### Where the registers sit, run 1

(2 px per micron) Other sequential cells in the stronger gray, the rest of the logic in the fainter gray.
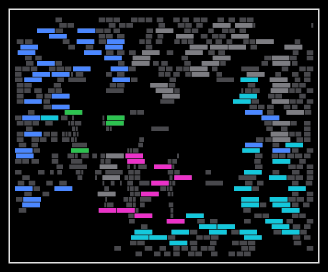
### Clock routing, run 1

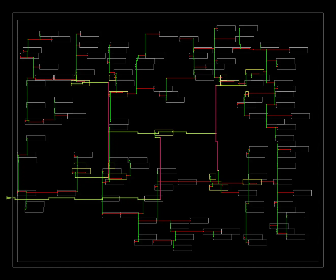
### Port wiring, run 1

(3 px per micron)
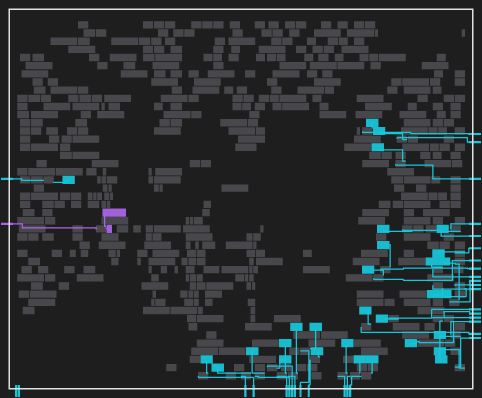
$ cat src/rtl/dm_bus_pkg.sv
`default_nettype none
// ============================================================================
// Module      : dm_bus_pkg
// Description : Shared state encoding and byte-enable constants for the
//               M-stage data-bus controller.
// Revision    : 1.0 - initial release
// ============================================================================
package dm_bus_pkg;

   typedef enum logic [1:0] {
      ST_IDLE = 2'd0,
      ST_BUSY = 2'd1,
      ST_DONE = 2'd2
   } state_t;

   localparam logic [3:0] BYTEEN_NONE = 4'b0000;
   localparam logic [3:0] BYTEEN_WORD = 4'b1111;

endpackage
`default_nettype wire

$ cat src/rtl/dm_bus_ctrl_if.sv
`default_nettype none
// ============================================================================
// Module      : dm_bus_ctrl_if
// Description : M-stage request/stall signals plus external req/ack data bus.
// Revision    : 1.0 - initial release
// ============================================================================
interface dm_bus_ctrl_if;

   logic        m_valid;
   logic        m_re;
   logic [3:0]  m_byteen;
   logic [31:0] m_addr;
   logic [31:0] m_wdata;
   logic        stall_m;
   logic [31:0] rdata;
   logic        rdata_valid;
   logic        exc_timeout;
   logic        bus_req;
   logic        bus_we;
   logic [31:0] bus_addr;
   logic [3:0]  bus_byteen;
   logic [31:0] bus_wdata;
   logic        bus_ack;
   logic [31:0] bus_rdata;

   // Controller side.
   modport master (
      input  m_valid, m_re, m_byteen, m_addr, m_wdata, bus_ack, bus_rdata,
      output stall_m, rdata, rdata_valid, exc_timeout,
             bus_req, bus_we, bus_addr, bus_byteen, bus_wdata
   );

   // Pipeline and memory side.
   modport slave (
      output m_valid, m_re, m_byteen, m_addr, m_wdata, bus_ack, bus_rdata,
      input  stall_m, rdata, rdata_valid, exc_timeout,
             bus_req, bus_we, bus_addr, bus_byteen, bus_wdata
   );

endinterface
`default_nettype wire

$ cat src/rtl/dm_bus_timer.sv
`default_nettype none
// ============================================================================
// Module      : dm_bus_timer
// Description : Bus wait counter; flags expiry on its TIMEOUT-th counted cycle.
// Revision    : 1.0 - initial release
// ============================================================================
module dm_bus_timer #(
   parameter int TIMEOUT = 64,
   parameter int CNT_W   = 10
) (
   input  logic clk,
   input  logic reset,
   input  logic i_clr,
   input  logic i_en,
   output logic o_expired
);

   localparam logic [CNT_W-1:0] c_LAST = CNT_W'(TIMEOUT - 1);

   logic [CNT_W-1:0] r_cnt;

   always_ff @(posedge clk or posedge reset) begin
      if (reset) begin
         r_cnt <= '0;
      end else if (i_clr) begin
         r_cnt <= '0;
      end else if (i_en && !o_expired) begin
         r_cnt <= r_cnt + CNT_W'(1);
      end
   end

   assign o_expired = (r_cnt == c_LAST);

endmodule
`default_nettype wire

$ cat src/rtl/dm_bus_ctrl.sv
`default_nettype none
// ============================================================================
// Module      : dm_bus_ctrl
// Description : M-stage data-bus controller: req/ack transaction, pipeline
//               stall, raw read-word capture and bounded-wait timeout.
// Revision    : 1.0 - initial release
// ============================================================================
module dm_bus_ctrl
   import dm_bus_pkg::*;
#(
   parameter int TIMEOUT = 64,
   parameter int CNT_W   = 10
) (
   input  logic          clk,
   input  logic          reset,
   dm_bus_ctrl_if.master dbus
);

   state_t      r_state;
   state_t      w_state_nxt;
   logic        w_go;
   logic        w_is_write;
   logic        w_stall;
   logic        w_tmr_clr;
   logic        w_tmr_en;
   logic        w_expired;
   logic        r_we;
   logic [31:0] r_addr;
   logic [3:0]  r_byteen;
   logic [31:0] r_wdata;
   logic [31:0] r_rdata;
   logic        r_timed_out;

   assign w_is_write = (dbus.m_byteen != BYTEEN_NONE);
   assign w_go       = dbus.m_valid & (dbus.m_re | w_is_write);

   dm_bus_timer #(
      .TIMEOUT (TIMEOUT),
      .CNT_W   (CNT_W)
   ) u_timer (
      .clk       (clk),
      .reset     (reset),
      .i_clr     (w_tmr_clr),
      .i_en      (w_tmr_en),
      .o_expired (w_expired)
   );

   always_ff @(posedge clk or posedge reset) begin
      if (reset) begin
         r_state <= ST_IDLE;
      end else begin
         r_state <= w_state_nxt;
      end
   end

   always_comb begin
      w_state_nxt = r_state;
      w_stall     = 1'b0;
      w_tmr_clr   = 1'b0;
      w_tmr_en    = 1'b0;
      case (r_state)
         ST_IDLE: begin
            w_stall = w_go;
            if (w_go) begin
               w_tmr_clr   = 1'b1;
               w_state_nxt = ST_BUSY;
            end
         end
         ST_BUSY: begin
            w_stall  = 1'b1;
            w_tmr_en = 1'b1;
            if (dbus.bus_ack || w_expired) begin
               w_state_nxt = ST_DONE;
            end
         end
         ST_DONE: begin
            // The same instruction is still presented here, so never re-accept.
            w_state_nxt = ST_IDLE;
         end
         default: begin
            w_state_nxt = ST_IDLE;
         end
      endcase
   end

   always_ff @(posedge clk or posedge reset) begin
      if (reset) begin
         r_we        <= 1'b0;
         r_addr      <= '0;
         r_byteen    <= BYTEEN_NONE;
         r_wdata     <= '0;
         r_rdata     <= '0;
         r_timed_out <= 1'b0;
      end else if (r_state == ST_IDLE) begin
         if (w_go) begin
            r_we        <= w_is_write;
            r_addr      <= dbus.m_addr & ~32'h0000_0003;
            r_byteen    <= w_is_write ? dbus.m_byteen : BYTEEN_WORD;
            r_wdata     <= dbus.m_wdata;
            r_timed_out <= 1'b0;
         end
      end else if (r_state == ST_BUSY) begin
         // Ack takes priority over a coincident expiry.
         if (dbus.bus_ack) begin
            if (!r_we) begin
               r_rdata <= dbus.bus_rdata;
            end
         end else if (w_expired) begin
            r_rdata     <= '0;
            r_timed_out <= 1'b1;
         end
      end
   end

   assign dbus.stall_m     = w_stall & ~reset;
   assign dbus.bus_req     = (r_state == ST_BUSY);
   assign dbus.bus_we      = r_we;
   assign dbus.bus_addr    = r_addr;
   assign dbus.bus_byteen  = r_byteen;
   assign dbus.bus_wdata   = r_wdata;
   assign dbus.rdata       = r_rdata;
   assign dbus.rdata_valid = (r_state == ST_DONE) & ~r_we;
   assign dbus.exc_timeout = (r_state == ST_DONE) & r_timed_out;

endmodule
`default_nettype wire

$ cat src/flat_wrapper.sv
// flat-port wrapper written by rule: the top's interface ports become plain ports
module dm_bus_ctrl_flat import dm_bus_pkg::*;
#(
   parameter int TIMEOUT = 64,
   parameter int CNT_W   = 10
)
  (clk, reset, dbus_m_valid, dbus_m_re, dbus_m_byteen, dbus_m_addr, dbus_m_wdata, dbus_bus_ack, dbus_bus_rdata, dbus_stall_m, dbus_rdata, dbus_rdata_valid, dbus_exc_timeout, dbus_bus_req, dbus_bus_we, dbus_bus_addr, dbus_bus_byteen, dbus_bus_wdata);
  dm_bus_ctrl_if dbus_i ();
  input  logic clk;
  input  logic reset;
  input wire logic [$bits(dbus_i.m_valid)-1:0] dbus_m_valid;
  input wire logic [$bits(dbus_i.m_re)-1:0] dbus_m_re;
  input wire logic [$bits(dbus_i.m_byteen)-1:0] dbus_m_byteen;
  input wire logic [$bits(dbus_i.m_addr)-1:0] dbus_m_addr;
  input wire logic [$bits(dbus_i.m_wdata)-1:0] dbus_m_wdata;
  input wire logic [$bits(dbus_i.bus_ack)-1:0] dbus_bus_ack;
  input wire logic [$bits(dbus_i.bus_rdata)-1:0] dbus_bus_rdata;
  output wire logic [$bits(dbus_i.stall_m)-1:0] dbus_stall_m;
  output wire logic [$bits(dbus_i.rdata)-1:0] dbus_rdata;
  output wire logic [$bits(dbus_i.rdata_valid)-1:0] dbus_rdata_valid;
  output wire logic [$bits(dbus_i.exc_timeout)-1:0] dbus_exc_timeout;
  output wire logic [$bits(dbus_i.bus_req)-1:0] dbus_bus_req;
  output wire logic [$bits(dbus_i.bus_we)-1:0] dbus_bus_we;
  output wire logic [$bits(dbus_i.bus_addr)-1:0] dbus_bus_addr;
  output wire logic [$bits(dbus_i.bus_byteen)-1:0] dbus_bus_byteen;
  output wire logic [$bits(dbus_i.bus_wdata)-1:0] dbus_bus_wdata;
  assign dbus_i.m_valid = dbus_m_valid;
  assign dbus_i.m_re = dbus_m_re;
  assign dbus_i.m_byteen = dbus_m_byteen;
  assign dbus_i.m_addr = dbus_m_addr;
  assign dbus_i.m_wdata = dbus_m_wdata;
  assign dbus_i.bus_ack = dbus_bus_ack;
  assign dbus_i.bus_rdata = dbus_bus_rdata;
  assign dbus_stall_m = dbus_i.stall_m;
  assign dbus_rdata = dbus_i.rdata;
  assign dbus_rdata_valid = dbus_i.rdata_valid;
  assign dbus_exc_timeout = dbus_i.exc_timeout;
  assign dbus_bus_req = dbus_i.bus_req;
  assign dbus_bus_we = dbus_i.bus_we;
  assign dbus_bus_addr = dbus_i.bus_addr;
  assign dbus_bus_byteen = dbus_i.bus_byteen;
  assign dbus_bus_wdata = dbus_i.bus_wdata;
  dm_bus_ctrl #(.TIMEOUT(TIMEOUT), .CNT_W(CNT_W)) u_core (.clk(clk), .reset(reset), .dbus(dbus_i));
endmodule
$ cat config.mk
export PLATFORM = sky130hd
export DESIGN_NAME = dm_bus_ctrl_flat
export DESIGN_NICKNAME = d
export VERILOG_FILES = /design/src/rtl/dm_bus_pkg.sv /design/src/rtl/dm_bus_ctrl_if.sv /design/src/rtl/dm_bus_timer.sv /design/src/rtl/dm_bus_ctrl.sv /design/src/flat_wrapper.sv
export SDC_FILE = /design/constraint.sdc
export NUM_CORES = 1
export LEC_CHECK = 0
export CAP_MARGIN = 5
export CORE_AREA = 2 2 152 124
export DETAILED_ROUTE_END_ITERATION = 8
export DIE_AREA = 0 0 154 126
export PLACE_DENSITY = 0.52
export SLEW_MARGIN = 40
export SYNTH_ARGS = -nofsm -noshare
export SYNTH_HDL_FRONTEND = slang
export SYNTH_SLANG_ARGS = --single-unit
export TNS_END_PERCENT = 10
$ cat constraint.sdc
create_clock -name clk -period 3.8 [get_ports clk]
set_input_delay 0.76 -clock clk [delete_from_list [all_inputs] [get_ports clk]]
set_output_delay 0.76 -clock clk [all_outputs]
set_load 0.05 [all_outputs]
==> flow_metrics.py, run 1 <==
# Synthesis and PnR figures
metrics = {
    "yosys": {
        "yosys.area_share.aoi_pct": 9.721,
        "synth_cells": 303,
        "synth_area_sq_um": 4389,
        "logic_family": "multiplexers",
        "synthDistinctLibCells": 41,
        "seq_area_frac_synth_pct": 63.85,
        "numSynthFlops": 112,
        "adder_share_pct": 0.2851,
        "top_area_cell": "dfrtp_1",
        "async_flop_share_pct": 100.0,
        "ys.flop_type": "dfrtp_1",
        "ys.warnings.count": 0,
        "top_area_share_pct": 63.85,
        "edf_count": 0,
        "synth.top_cells.by_count": "dfrtp_1 (112), mux2_2 (36), a22o_1 (32)",
        "ys_area_sq_um": 4389,
        "post-synth-top-count-cell": "dfrtp_1",
        "ys_cells": 303,
    },
    "layout": {
        "lay_top_cells": "clkdlybuf4s50_1 (204), dfrtp_1 (112), mux2_2 (36)",
        "buf_share_pct": 30.13,
        "fin_cells": 743,
        "num-nets-final": 614,
        "layout_top_cell": "clkdlybuf4s50_1",
        "area_delta_synth_final_pct": 58.78,
        "comb_share_pct": 21.20,
        "final.clkbuf_count": 11,
        "final-clk-cell-share_pct": 4.075,
        "drive_gt1_share_pct": 12.67,
        "buffers": 210,
        "nMultiInputCombCells": 171,
        "diodes": 0,
        "inv_count": 4,
        "largestClassByArea": "flip-flops and latches",
        "seqAreaFraction_pct": 40.22,
    },
    "hold_path": {
        "hold_start": "u_core.dbus.bus_byteen[2]",
        "hold_depth": 2,
        "hp-class": "flip-flop to flip-flop",
        "min_to": "u_core.dbus.bus_byteen[2]",
    },
    "critical_path": {
        "cp.arrival_ns": 2.51,
        "critical_path_depth": 5,
        "worst-path-buf-inv": 2,
        "worstPathCellList": "clkdlybuf4s50_1 > or4_4 > o21ai_0 > a211oi_1 > buf_4",
        "cpLargestDelayFamily": "buffers and inverters",
        "reg2reg_from": "u_core.u_timer.r_cnt[6]",
        "path_class": "input pin to output pin",
        "cp-endpoint": "dbus_stall_m",
        "setup.worst_path.start": "dbus_m_byteen[3]",
        "worstRegToRegCells": 5,
        "required_ns": 3.04,
        "rr_endpoint": "u_core.dbus.rdata[1]",
    },
    "grt": {
        "grt_pass1_vias": 3509,
        "antenna_found_initial": 0,
        "grtUsageMet3_pct": 5.437,
        "grt_start_max_net_pins": 60,
        "grt_usage_pct": 12.17,
        "gr-total-overflow": 0,
        "busiest_layer": "met2",
        "met2_usage_pct": 18.99,
    },
    "floorplanning": {
        "initial_core_util_pct": 24.53,
        "row_count": 44,
        "chipWidth_microns": 154,
        "die_area_sq_um": 19400,
        "die_height_microns": 126,
        "ios": 210,
        "core-area_sq_um": 17890,
    },
    "timing": {
        "setup-tns-final_ns": 0,
        "clock_skew_ns": 0.007218,
        "tightest_slew_ns": 0.8103,
        "setup_viol": 0,
        "final-max-slew-violation-count": 0,
        "rsz0062_at_grt": "false",
        "worst_hold_slack_ns": 0.4893,
        "hold_viol": 0,
        "slew_headroom_pct": 45.48,
        "setup_ws_ns": 0.5313,
        "fmax_mhz": 305.9,
    },
    "route": {
        "drt_wl_total_microns": 11620,
        "drt-met1-wl_microns": 5081,
        "routedWlPerCell_microns": 15.64,
        "wl_met3_microns": 1094,
        "wl_met2_microns": 5211,
        "vias": 3254,
    },
    "power": {
        "largestPowerGroup": "combinational cells",
        "p_total_mw": 6.297,
        "pg_seq_mw": 1.95,
        "p_clk_mw": 0.902,
        "power.share.combinational_pct": 54.7,
        "max-vdd-ir-drop_v": 0.0004674,
        "intPower_mw": 3.368,
        "p_leak_nw": 2.903,
        "power_frac_seq_pct": 30.9,
        "swShare_pct": 46.52,
    },
    "outcome": {
        "outcome": "complete, no violations",
    },
    "placement": {
        "pre_cts_slack_ns": 0.5500,
        "dp_hpwl_microns": 8442,
        "finalWeightedCongestion": 0.7787,
        "place_area_sq_um": 6685,
        "dp_cells": 727,
    },
    "clock_network": {
        "cts.sink_count": 112,
        "cts_tree": "yes",
        "post_cts_buffers": 0,
        "cts-root-buf": "clkbuf_16",
        "htreeDepth": 3,
    },
    "flow_run": {
        "drv_cap": 0,
    },
}
Back to the opening pictures, 'Where the registers sit':
legend:
  cyan:
    netlist_name: u_core.dbus.bus_addr
    sequential_cells: 30
  blue:
    netlist_name: u_core.dbus.bus_wdata
    sequential_cells: 32
  green:
    netlist_name: u_core.dbus.bus_byteen
    sequential_cells: 4
  magenta:
    netlist_name: u_core.u_timer.r_cnt
    sequential_cells: 10
not colored: 36
post-layout util: 38.95%
register area: 2803 sq um

Back to the opening pictures, 'Clock routing':
Num CTS Buffers: 9
Skew-Pair Late Insertion Delay: 0.35 ns

Back to the opening pictures, 'Port wiring':
legend:
  purple:
    port: dbus_m_re
    direction: input
    end_cells: 2
    buffers: 1
    wire: 35.5 microns
  cyan:
    port: dbus_m_addr
    direction: input
    end_cells: 30
    buffers: 30
    wire: 762 microns

==> run 1 -> run 2 <==
--- a/config.mk
+++ b/config.mk
@@ -5,8 +5,9 @@
 export SDC_FILE = /design/constraint.sdc
 export NUM_CORES = 1
 export LEC_CHECK = 0
-export CAP_MARGIN = 5
+export CAP_MARGIN = 15
 export CORE_AREA = 2 2 152 124
+export CTS_BUF_LIST = sky130_fd_sc_hd__clkbuf_2 sky130_fd_sc_hd__clkbuf_4 sky130_fd_sc_hd__clkbuf_8
 export DETAILED_ROUTE_END_ITERATION = 8
 export DIE_AREA = 0 0 154 126
 export PLACE_DENSITY = 0.52
### Routed metal, one color a layer, run 2

(2 px per micron)
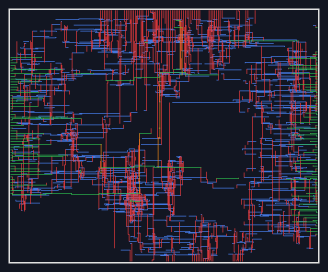
legend:
  blue:
    layer: met1
    wire_length: 5100 microns
  green:
    layer: met3
    wire_length: 1160 microns
  orange:
    layer: met4
    wire_length: 141 microns
  red:
    layer: met2
    wire_length: 5280 microns

### Where the registers sit, run 2

(2 px per micron) Other sequential cells in the stronger gray, the rest of the logic in the fainter gray.
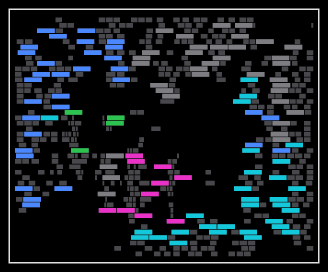
legend:
  green:
    netlist_name: u_core.dbus.bus_byteen
    sequential_cells: 4
  magenta:
    netlist_name: u_core.u_timer.r_cnt
    sequential_cells: 10
  cyan:
    netlist_name: u_core.dbus.bus_addr
    sequential_cells: 30
  blue:
    netlist_name: u_core.dbus.bus_wdata
    sequential_cells: 32
not colored: 36
post-layout util: 38.43%
Seq group: 1.94 mW

### Clock routing, run 2

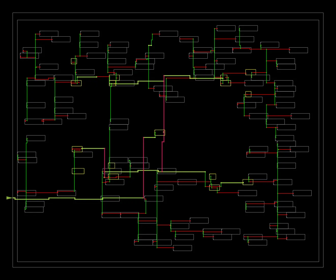
clk sinks: 112
Clock group: 0.690 mW
final clock skew: 0.01095 ns
number of sequential cells: 112
Skew-Pair Late Insertion Delay: 0.39 ns

==> run 2 against run 1 <==
  * Cell count is the same
  * Clock-buffer cell count is the same
  * First-iteration DRC count grew 9.0%
  * Total power shrank 3.5%
  * Core utilization shrank 0.52 points
  * Sequential share of layout area grew 0.55 points
  * Global-route usage is essentially flat
  * Design area shrank 1.3%
  * Clock power shrank 24%
  * Register-to-register slack is essentially flat
  * Combinational power is essentially flat
  * Via count shrank 0.25%
  * Largest cell class unchanged
  * Highest routed layer unchanged
==> flow_metrics.py, run 2 <==
# Synthesis and PnR figures
metrics = {
    "timing": {
        "hold_viol": 0,
        "tightest_slew_ns": 0.8295,
        "setup-tns-final_ns": 0,
        "slew_headroom_pct": 44.19,
        "rsz0062_at_grt": "false",
        "setup_viol": 0,
        "setup_ws_ns": 0.5186,
        "final-max-slew-violation-count": 0,
    },
    "floorplanning": {
        "row_count": 44,
        "die_height_microns": 126,
        "die_area_sq_um": 19400,
        "core-area_sq_um": 17890,
        "chipWidth_microns": 154,
        "ios": 210,
    },
    "hold_path": {
        "min_to": "u_core.dbus.bus_byteen[2]",
        "hold_start": "u_core.dbus.bus_byteen[2]",
        "hp-class": "flip-flop to flip-flop",
    },
    "critical_path": {
        "worstPathCellList": "clkdlybuf4s50_1 > or4_4 > o21ai_0 > a211oi_1 > buf_4",
        "path_class": "input pin to output pin",
        "cp.arrival_ns": 2.52,
        "setup.worst_path.start": "dbus_m_byteen[3]",
        "cp-endpoint": "dbus_stall_m",
        "reg2reg_from": "u_core.u_timer.r_cnt[7]",
        "cpLargestDelayFamily": "buffers and inverters",
        "worstRegToRegCells": 5,
        "critical_path_depth": 5,
        "rr_endpoint": "u_core.dbus.rdata[27]",
    },
    "placement": {
        "place_area_sq_um": 6685,
        "dp_cells": 727,
        "dp_hpwl_microns": 8442,
        "pre_cts_slack_ns": 0.5500,
        "finalWeightedCongestion": 0.7787,
    },
    "layout": {
        "area_delta_synth_final_pct": 56.64,
        "lay_top_cells": "clkdlybuf4s50_1 (204), dfrtp_1 (112), mux2_2 (36)",
        "final-clk-cell-share_pct": 2.766,
        "inv_count": 4,
        "nMultiInputCombCells": 171,
        "fin_cells": 743,
        "seqAreaFraction_pct": 40.76,
        "seqCellArea_sq_um": 2803,
        "buffers": 210,
        "drive_gt1_share_pct": 13.06,
        "buf_share_pct": 30.54,
    },
    "power": {
        "intPower_mw": 3.173,
        "power_frac_seq_pct": 31.9,
        "swShare_pct": 47.81,
        "max-vdd-ir-drop_v": 0.0004673,
        "p_leak_nw": 2.863,
        "p_total_mw": 6.079,
    },
    "clock_network": {
        "htreeDepth": 3,
        "post_cts_buffers": 0,
        "cts-root-buf": "clkbuf_8",
        "numCtsBuffers": 9,
    },
    "yosys": {
        "synth_area_sq_um": 4389,
        "ys_cells": 303,
        "async_flop_share_pct": 100.0,
        "yosys.area_share.aoi_pct": 9.721,
        "ys_area_sq_um": 4389,
        "top_area_share_pct": 63.85,
        "post-synth-top-count-cell": "dfrtp_1",
        "synth.top_cells.by_count": "dfrtp_1 (112), mux2_2 (36), a22o_1 (32)",
        "ys.warnings.count": 0,
        "synthDistinctLibCells": 41,
        "numSynthFlops": 112,
    },
    "grt": {
        "busiest_layer": "met2",
        "grt_pass1_vias": 3489,
        "grtUsageMet3_pct": 6.297,
        "antenna_found_initial": 0,
    },
    "route": {
        "wl_met3_microns": 1156,
        "routedWlPerCell_microns": 15.71,
        "drt_wl_total_microns": 11670,
        "drt-met1-wl_microns": 5097,
        "vias": 3246,
    },
    "flow_run": {
        "drv_cap": 0,
    },
    "outcome": {
        "outcome": "complete, no violations",
    },
}
==> run 2 -> run 3 <==
--- a/config.mk
+++ b/config.mk
@@ -11,6 +11,7 @@
 export DETAILED_ROUTE_END_ITERATION = 8
 export DIE_AREA = 0 0 154 126
 export PLACE_DENSITY = 0.52
+export SKIP_LAST_GASP = 1
 export SLEW_MARGIN = 40
 export SYNTH_ARGS = -nofsm -noshare
 export SYNTH_HDL_FRONTEND = slang
### Routed metal, one color a layer, run 3

(2 px per micron)
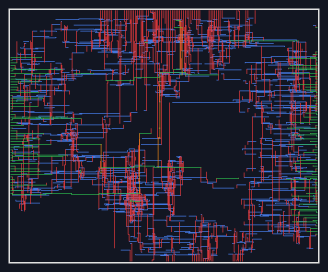
legend:
  blue:
    layer: met1
    wire_length: 5100 microns
  green:
    layer: met3
    wire_length: 1160 microns
  red:
    layer: met2
    wire_length: 5280 microns
  orange:
    layer: met4
    wire_length: 141 microns
post-DR wirelength/cell: 15.71 microns
Global Route Usage Sum: 12.19%

### Logic cells by family, run 3

(2 px per micron)
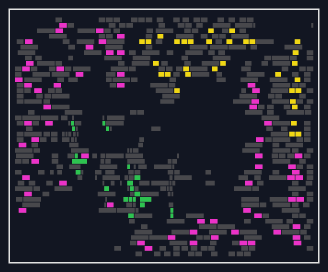
legend:
  green:
    family: inverting AOI/OAI gates
    cells: 21
    most_used: o21ai_0
  yellow:
    family: AND-OR and OR-AND gates
    cells: 32
    most_used: a22o_1
  magenta:
    family: multiplexers
    cells: 64
    most_used: mux2_2
    where: widely spread

### Clock routing, run 3

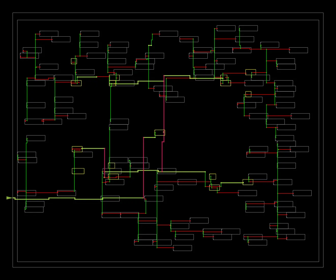
clk_buf instances: 11

==> run 3 against run 2 <==
  * Global-route usage stayed put
  * Combinational power about the same
  * Core utilization stayed put
  * Via count stayed put
  * Design area unchanged
  * Clock-buffer cell count unchanged
  * First-iteration DRC count stayed put
  * Critical path depth is the same
  * Wire length unchanged
  * Synthesized cell count stayed put
  * Area after synthesis did not move
  * Critical path type unchanged
  * Critical endpoint unchanged
  * Largest power group unchanged
==> flow_metrics.py, run 3 <==
# Synthesis and PnR figures
metrics = {
    "critical_path": {
        "critical_path_depth": 5,
        "setup.worst_path.start": "dbus_m_byteen[3]",
        "cpLargestDelayFamily": "buffers and inverters",
        "worst-path-buf-inv": 2,
        "cp-endpoint": "dbus_stall_m",
        "worstPathCellList": "clkdlybuf4s50_1 > or4_4 > o21ai_0 > a211oi_1 > buf_4",
        "worstRegToRegCells": 5,
    },
    "power": {
        "max-vdd-ir-drop_v": 0.0004673,
        "pg_seq_mw": 1.94,
        "p_leak_nw": 2.863,
        "p_clk_mw": 0.690,
        "intPower_mw": 3.173,
        "power_frac_seq_pct": 31.9,
        "largestPowerGroup": "combinational cells",
        "swShare_pct": 47.81,
    },
    "yosys": {
        "ys.warnings.count": 0,
        "synth_area_sq_um": 4389,
        "post-synth-top-count-cell": "dfrtp_1",
        "ys_area_sq_um": 4389,
        "logic_family": "multiplexers",
        "top_area_share_pct": 63.85,
        "ys.flop_type": "dfrtp_1",
        "top_area_cell": "dfrtp_1",
        "synth_cells": 303,
        "async_flop_share_pct": 100.0,
        "ys_cells": 303,
        "yosys.area_share.aoi_pct": 9.721,
    },
    "placement": {
        "dp_hpwl_microns": 8442,
        "dp_cells": 727,
        "pre_cts_slack_ns": 0.5500,
    },
    "layout": {
        "area_delta_synth_final_pct": 56.64,
        "comb_share_pct": 21.49,
        "num-nets-final": 614,
        "lay_top_cells": "clkdlybuf4s50_1 (204), dfrtp_1 (112), mux2_2 (36)",
        "fin_cells": 743,
        "diodes": 0,
        "inv_count": 4,
        "seqCellArea_sq_um": 2803,
        "nMultiInputCombCells": 171,
        "layout_top_cell": "clkdlybuf4s50_1",
        "post-route-util_pct": 38.43,
        "drive_gt1_share_pct": 13.06,
        "final-clk-cell-share_pct": 2.766,
    },
    "timing": {
        "worst_hold_slack_ns": 0.4965,
        "rsz0062_at_grt": "false",
        "clock_skew_ns": 0.01095,
        "final-max-slew-violation-count": 0,
        "hold_viol": 0,
        "setup_viol": 0,
        "setup-tns-final_ns": 0,
        "setup_ws_ns": 0.5186,
    },
    "flow_run": {
        "drv_cap": 0,
    },
    "grt": {
        "antenna_found_initial": 0,
        "met2_usage_pct": 19.07,
        "busiest_layer": "met2",
    },
    "floorplanning": {
        "row_count": 44,
        "initial_core_util_pct": 24.53,
        "die_height_microns": 126,
        "die_area_sq_um": 19400,
        "chipWidth_microns": 154,
    },
    "hold_path": {
        "hold_depth": 2,
        "min_to": "u_core.dbus.bus_byteen[2]",
        "hp-class": "flip-flop to flip-flop",
    },
    "route": {
        "wl_met3_microns": 1156,
        "vias": 3246,
        "drt_wl_total_microns": 11670,
        "drt-met1-wl_microns": 5097,
    },
    "clock_network": {
        "htreeDepth": 3,
    },
    "outcome": {
        "outcome": "complete, no violations",
    },
}
Power figures rest on the tool's default switching activity, not on a simulated workload.
